`src/rtl/csa_26bits_operand_recover_seq_if.sv`:
```
// Request/response bundle for the operand-recovery block: operands and start
// in, busy/done status and the recovered operand with its flags out.
interface csa_26bits_operand_recover_seq_if #(
    parameter int SUM_W = 27,
    parameter int OP_W  = 26
);
    logic             start;
    logic [SUM_W-1:0] sum_input;
    logic [OP_W-1:0]  a_input;
    logic             busy;
    logic             done;
    logic [OP_W-1:0]  b_output;
    logic             borrow_out;
    logic             overflow;

    modport master (
        output start, sum_input, a_input,
        input  busy, done, b_output, borrow_out, overflow
    );

    modport slave (
        input  start, sum_input, a_input,
        output busy, done, b_output, borrow_out, overflow
    );
endinterface

```
`src/rtl/csa_26bits_operand_recover_seq.sv`:
```
// Chunk-serial subtractor recovering b = sum - a from a carry-select adder
// result, flagging sums that could not have come from a 26-bit add.
//
// state | meaning
// IDLE  | waiting for start; results from the last operation held
// BUSY  | subtracting one CHUNK_W slice per falling edge, lowest first
// DONE  | one-cycle done pulse; returns to IDLE unconditionally
module csa_26bits_operand_recover_seq #(
    parameter int SUM_W   = 27,
    parameter int OP_W    = 26,
    parameter int CHUNK_W = 9
) (
    input  logic                               clk,
    input  logic                               reset,
    csa_26bits_operand_recover_seq_if.slave    bus
);
    localparam int NCHUNK = (SUM_W + CHUNK_W - 1) / CHUNK_W;
    localparam int PAD_W  = NCHUNK * CHUNK_W;
    localparam int KW     = (NCHUNK > 1) ? $clog2(NCHUNK) : 1;

    typedef enum logic [1:0] {
        IDLE = 2'd0,
        BUSY = 2'd1,
        DONE = 2'd2
    } state_t;

    state_t state_q, state_d;

    // Operands are zero-padded to a whole number of chunks so the top chunk
    // needs no special truncation logic.
    logic [PAD_W-1:0]   s_reg;
    logic [PAD_W-1:0]   a_reg;
    logic [PAD_W-1:0]   d_reg;
    logic [PAD_W-1:0]   d_next;
    logic               borrow_reg;
    logic [KW-1:0]      k_reg;
    logic [CHUNK_W-1:0] s_chunk;
    logic [CHUNK_W-1:0] a_chunk;
    logic [CHUNK_W:0]   diff;
    logic               bw;
    logic               last_chunk;
    logic [OP_W-1:0]    b_reg;
    logic               borrow_out_reg;
    logic               overflow_reg;

    assign last_chunk = (k_reg == KW'(NCHUNK - 1));

    always_ff @(negedge clk or negedge reset) begin
        if (!reset) begin
            state_q <= IDLE;
        end else begin
            state_q <= state_d;
        end
    end

    always_comb begin
        state_d = state_q;
        case (state_q)
            IDLE:    if (bus.start) state_d = BUSY;
            BUSY:    if (last_chunk) state_d = DONE;
            DONE:    state_d = IDLE;
            default: state_d = IDLE;
        endcase
    end

    always_comb begin
        s_chunk = '0;
        a_chunk = '0;
        for (int i = 0; i < NCHUNK; i++) begin
            if (k_reg == KW'(i)) begin
                s_chunk = s_reg[i*CHUNK_W +: CHUNK_W];
                a_chunk = a_reg[i*CHUNK_W +: CHUNK_W];
            end
        end
        diff = {1'b0, s_chunk} - {1'b0, a_chunk} - {{CHUNK_W{1'b0}}, borrow_reg};
        bw   = diff[CHUNK_W];
        d_next = d_reg;
        for (int i = 0; i < NCHUNK; i++) begin
            if (k_reg == KW'(i)) begin
                d_next[i*CHUNK_W +: CHUNK_W] = diff[CHUNK_W-1:0];
            end
        end
    end

    always_ff @(negedge clk or negedge reset) begin
        if (!reset) begin
            s_reg          <= '0;
            a_reg          <= '0;
            d_reg          <= '0;
            borrow_reg     <= 1'b0;
            k_reg          <= '0;
            b_reg          <= '0;
            borrow_out_reg <= 1'b0;
            overflow_reg   <= 1'b0;
        end else begin
            case (state_q)
                IDLE: begin
                    if (bus.start) begin
                        s_reg      <= PAD_W'(bus.sum_input);
                        a_reg      <= PAD_W'(bus.a_input);
                        d_reg      <= '0;
                        borrow_reg <= 1'b0;
                        k_reg      <= '0;
                    end
                end
                BUSY: begin
                    d_reg      <= d_next;
                    borrow_reg <= bw;
                    if (last_chunk) begin
                        k_reg          <= '0;
                        b_reg          <= d_next[OP_W-1:0];
                        borrow_out_reg <= bw;
                        overflow_reg   <= d_next[SUM_W-1] & ~bw;
                    end else begin
                        k_reg <= k_reg + KW'(1);
                    end
                end
                default: ;
            endcase
        end
    end

    assign bus.busy       = (state_q == BUSY);
    assign bus.done       = (state_q == DONE);
    assign bus.b_output   = b_reg;
    assign bus.borrow_out = borrow_out_reg;
    assign bus.overflow   = overflow_reg;
endmodule
```
`src/flat_wrapper.sv`:
```
// flat-port wrapper written by rule: the top's interface ports become plain ports
module csa_26bits_operand_recover_seq_flat 
#(
    parameter int SUM_W   = 27,
    parameter int OP_W    = 26,
    parameter int CHUNK_W = 9
)
  (clk, reset, bus_start, bus_sum_input, bus_a_input, bus_busy, bus_done, bus_b_output, bus_borrow_out, bus_overflow);
  csa_26bits_operand_recover_seq_if #(.SUM_W(SUM_W), .OP_W(OP_W)) bus_i ();
  input  logic clk;
  input  logic reset;
  input wire logic [$bits(bus_i.start)-1:0] bus_start;
  input wire logic [$bits(bus_i.sum_input)-1:0] bus_sum_input;
  input wire logic [$bits(bus_i.a_input)-1:0] bus_a_input;
  output wire logic [$bits(bus_i.busy)-1:0] bus_busy;
  output wire logic [$bits(bus_i.done)-1:0] bus_done;
  output wire logic [$bits(bus_i.b_output)-1:0] bus_b_output;
  output wire logic [$bits(bus_i.borrow_out)-1:0] bus_borrow_out;
  output wire logic [$bits(bus_i.overflow)-1:0] bus_overflow;
  assign bus_i.start = bus_start;
  assign bus_i.sum_input = bus_sum_input;
  assign bus_i.a_input = bus_a_input;
  assign bus_busy = bus_i.busy;
  assign bus_done = bus_i.done;
  assign bus_b_output = bus_i.b_output;
  assign bus_borrow_out = bus_i.borrow_out;
  assign bus_overflow = bus_i.overflow;
  csa_26bits_operand_recover_seq #(.SUM_W(SUM_W), .OP_W(OP_W), .CHUNK_W(CHUNK_W)) u_core (.clk(clk), .reset(reset), .bus(bus_i));
endmodule
```
`config.mk`:
```
export PLATFORM = sky130hd
export DESIGN_NAME = csa_26bits_operand_recover_seq_flat
export DESIGN_NICKNAME = d
export VERILOG_FILES = /design/src/rtl/csa_26bits_operand_recover_seq_if.sv /design/src/rtl/csa_26bits_operand_recover_seq.sv /design/src/flat_wrapper.sv
export SDC_FILE = /design/constraint.sdc
export NUM_CORES = 1
export LEC_CHECK = 0
export CELL_PAD_IN_SITES_DETAIL_PLACEMENT = 1
export CELL_PAD_IN_SITES_GLOBAL_PLACEMENT = 1
export CORE_ASPECT_RATIO = 0.6
export CORE_MARGIN = 1
export CORE_UTILIZATION = 30
export CTS_CLUSTER_SIZE = 14
export DETAILED_ROUTE_END_ITERATION = 10
export HOLD_SLACK_MARGIN = 0.15
export PLACE_DENSITY = 0.64
export SYNTH_ARGS = -nofsm -noshare
export SYNTH_HDL_FRONTEND = slang
export SYNTH_SLANG_ARGS = --single-unit
```
`constraint.sdc`:
```
create_clock -name clk -period 7.4 [get_ports clk]
set_input_delay 1.48 -clock clk [delete_from_list [all_inputs] [get_ports clk]]
set_output_delay 1.48 -clock clk [all_outputs]
set_load 0.03 [all_outputs]
```
Sequential cells grouped by signal name:
The bar under the picture is 50 um long.
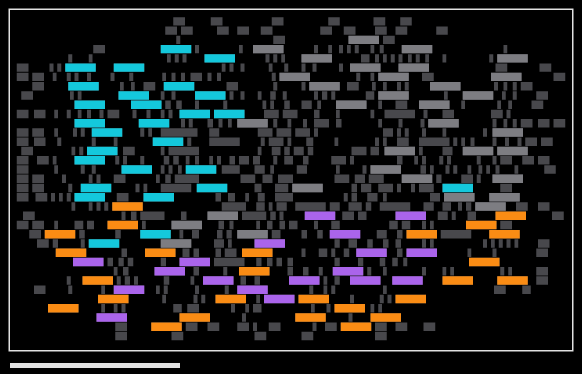
signal	color	flops
`u_core.bus.b_output`	orange	26
`u_core.s_reg`	cyan	27
`u_core.d_reg`	purple	18
not colored	33
flip-flop and latch share of the layout cell area: 42.27%
Flop area: 2603 um^2

Clock nets:
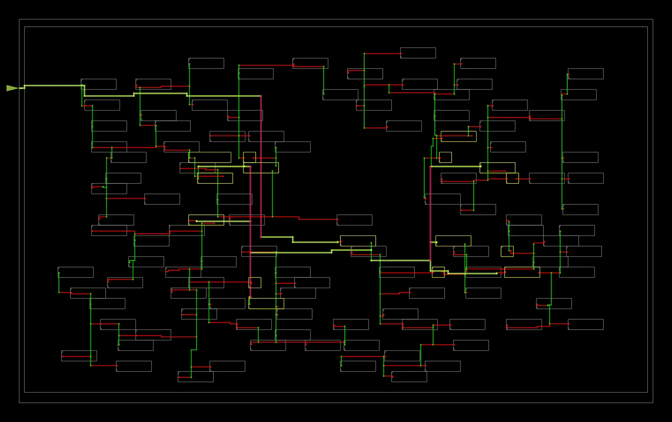
clock buffers created by TritonCTS: 9
worst setup skew after layout: 8.794 ps
source-to-sink clock delay at the later pin of the worst-skew pair: 350 ps

Gate families picked out:
The bar under the picture is 50 um long.
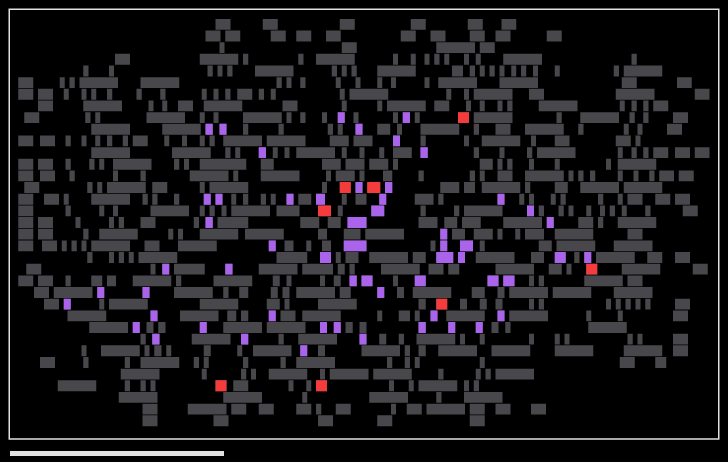
family	color	cells
aoi and oai cells	purple	57
non-inverting ao/oa cells	red	8
logic share of the area: 32.53%
Commonest Layout Cell: nand2_1

Ports around the boundary:
Pins as bars across the die edge, other pins in gray.
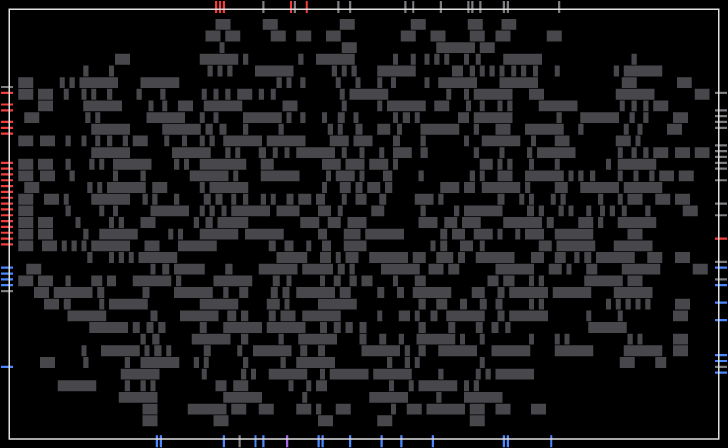
port	color	pins	direction	edge
`bus_b_output`	blue	26	output	14 south, 7 east, 5 west
`bus_busy`	purple	1	output	south
`bus_sum_input`	red	27	input	21 west, 5 north, 1 east
all pins by edge	28 west, 24 east, 18 north, 16 south
number of buffers added on ports: 85
die span in y: 99.90 um
x dimension of the die: 165.2 um

Wiring by layer:
Only two layers are drawn.
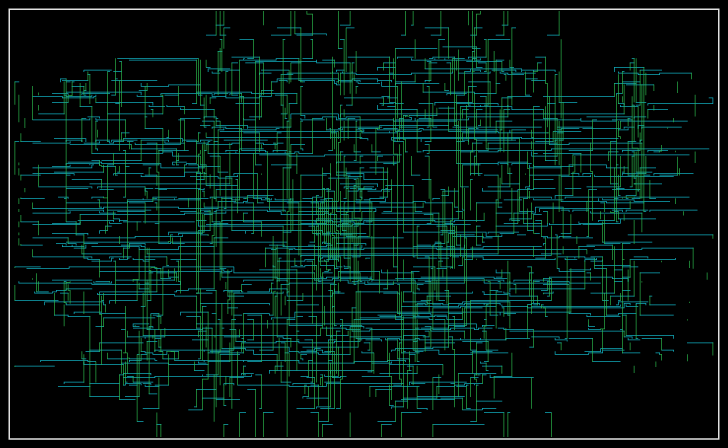
layer	color	wire length
M1	cyan	7270 um
M2	green	5270 um
number of vias in the routed layout: 3843
final wirelength: 13.28 mm
GRT Util Overall: 17.21%

==> flow_results.org <==
#+TITLE: Flow metrics

** Cells and area
- The register with the most flip-flops in the layout has 27 of them.
- After the flow finishes, the layout carries non-filler instances totaling about 820.
- After layout the signal buffers, clock cells excluded, come to 14.92% of cell area.
- The flow measured a signed area growth from synthesis to layout of 28.49%.
- Commonest cells after routing, fill and taps aside :: nand2_1 (234), dfrtn_1 (104), clkdlybuf4s50_1 (84), nand3_1 (22), o21ai_1 (21)
- Fraction of layout instances using a drive strength above 1 :: 6.129%
- Summing all multi-input logic gate instances after layout gives around 2000 um^2.
- Count of multi-input gates :: between 300 and 400
- Share of the core filled with cells in the final layout :: around two fifths
- Cell area after layout :: between 6000 and 7000 um^2
- ClkCell Share :: between 4 and 5%
- There are roughly 100 flip-flops and latches.
- In the final design database the tool counted 687 nets.

** Setup path
- Termination of the worst setup path :: bus_busy
- The most critical setup path has its startpoint at u_core.state_q[0]$_DFFE_NN0P_.
- The startpoint identified for the worst register-to-register timing path is u_core.k_reg[1]$_DFFE_NN0P_.
- Stages on the worst setup path :: 3
- Per STA, the highest per-stage delay on the worst path measures 690 ps.
- The report lists the cells along the critical path as nand2b_1, inv_2, clkdlybuf4s50_1.
- Type of element capturing the critical path :: primary output
- Number of cells traversed by the worst register-to-register path :: 11
- Cell family contributing the most delay on the critical path :: buffers and inverters
- The endpoint identified for the worst register-to-register timing path is u_core.bus.b_output[24]$_DFFE_NN0P_.
- Startpoint type of the worst setup path :: register
- CP required :: just under 6000 ps

** Clock network
- The root buffer cell chosen for the clock tree is clkbuf_16.
- Max Root-Sink Buffers :: 2
- For this design, the sink count on the clock tree is about 100.
- Resized cells post-CTS :: 0
- After clock tree synthesis, the setup repair step added 0 buffers.
- Post-CTS clock slew at the launch and capture registers of the worst setup and hold paths :: roughly 60 ps
- H-Tree Depth :: 3

** Yosys
- Count of library flops with an enable pin :: 0
- The cell-mix breakdown from Yosys lists the compound-gate area share as 8.251%.
- The most used flip-flop cell after synthesis is dfrtn_1.
- Ranked by total cell area, the synthesized netlist is headed by dfrtn_1 (54%), nand2_1 (18%), ha_1 (3.7%).
- For this design, Yosys synthesis ends with a cell count of between 500 and 600.
- Main logic family :: simple AND/OR/NAND/NOR gates
- Averaged over all synthesized cells, the footprint is just under 9 um^2.
- Yosys warnings :: 0
- Post-synthesis sequential area ratio :: around 54%
- Chip area in the Yosys report :: approximately 4800 um^2
- Of the total synthesized cell area, the portion taken by AND, OR, NAND and NOR gates is 23.79%.
- The mapped netlist covers 4792 um^2.
- Per the synthesis report, the number of distinct cell types is around 43.
- Of the post-synthesis cell area, the part taken by muxes is about 4.1%.
- In this run, the synthesized area fraction spent on xor and xnor cells is recorded as between 1 and 1.5%.

** GRT
- The first global-routing pass estimated around 22 mm of wire.
- Most congested layer reported by global routing :: met1
- Pin count of the biggest net entering global routing :: approximately 63
- met2 track demand over resource after global routing is between 20% and 30%.
- Global routing met1 resource utilization :: 26.70%
- The initial antenna violation count is 0.

** Detailed routing
- The highest metal layer carrying signal wires in the routed design is met4.
- Dividing the detail-routed via count by the number of cells gives around 4.7.
- Routed wire length per instance :: between 15 and 20 um
- DRT Pass-1 Iters :: 4
- The violation tally recorded at the end of detailed-routing iteration 0 is around 200.
- Per the detail_route log, met2 wirelength is 5.266 mm.

** Die
- Per the OpenROAD floorplan log, the area of the core is ~15000 um^2.
- Number of placement rows :: 35
- In this run the full chip footprint comes out at 16500 um^2.
- Number of tap instances :: between 200 and 250

** Timing
- After routing, the total negative slack on setup checks comes to 0 ps.
- Slew headroom :: a little under two fifths
- Number of max-slew violations in the final report :: 0
- Final tally of setup violations :: 0
- Setup repair after global routing left no endpoint under its margin.
- Hold-check failures listed in the final report amount to 0.

** Hold path
- Worst hold path stage count :: 2
- According to the hold report, the worst path is of the register to register type.
- Looking at the hold checks, the worst path lands on u_core.s_reg[12]$_DFFE_NN0P_.

** Placed design
- HPWL after detailed placement :: approximately 9.6 mm
- GPL Wtd Cong :: 0.8052
- Worst slack after detailed placement :: approximately 610 ps

** Job
- Per the run summary, max-cap violations total 0.
- Across all stage logs, warnings added up to 26.

** Outcome
- The run finished with clean final reports.
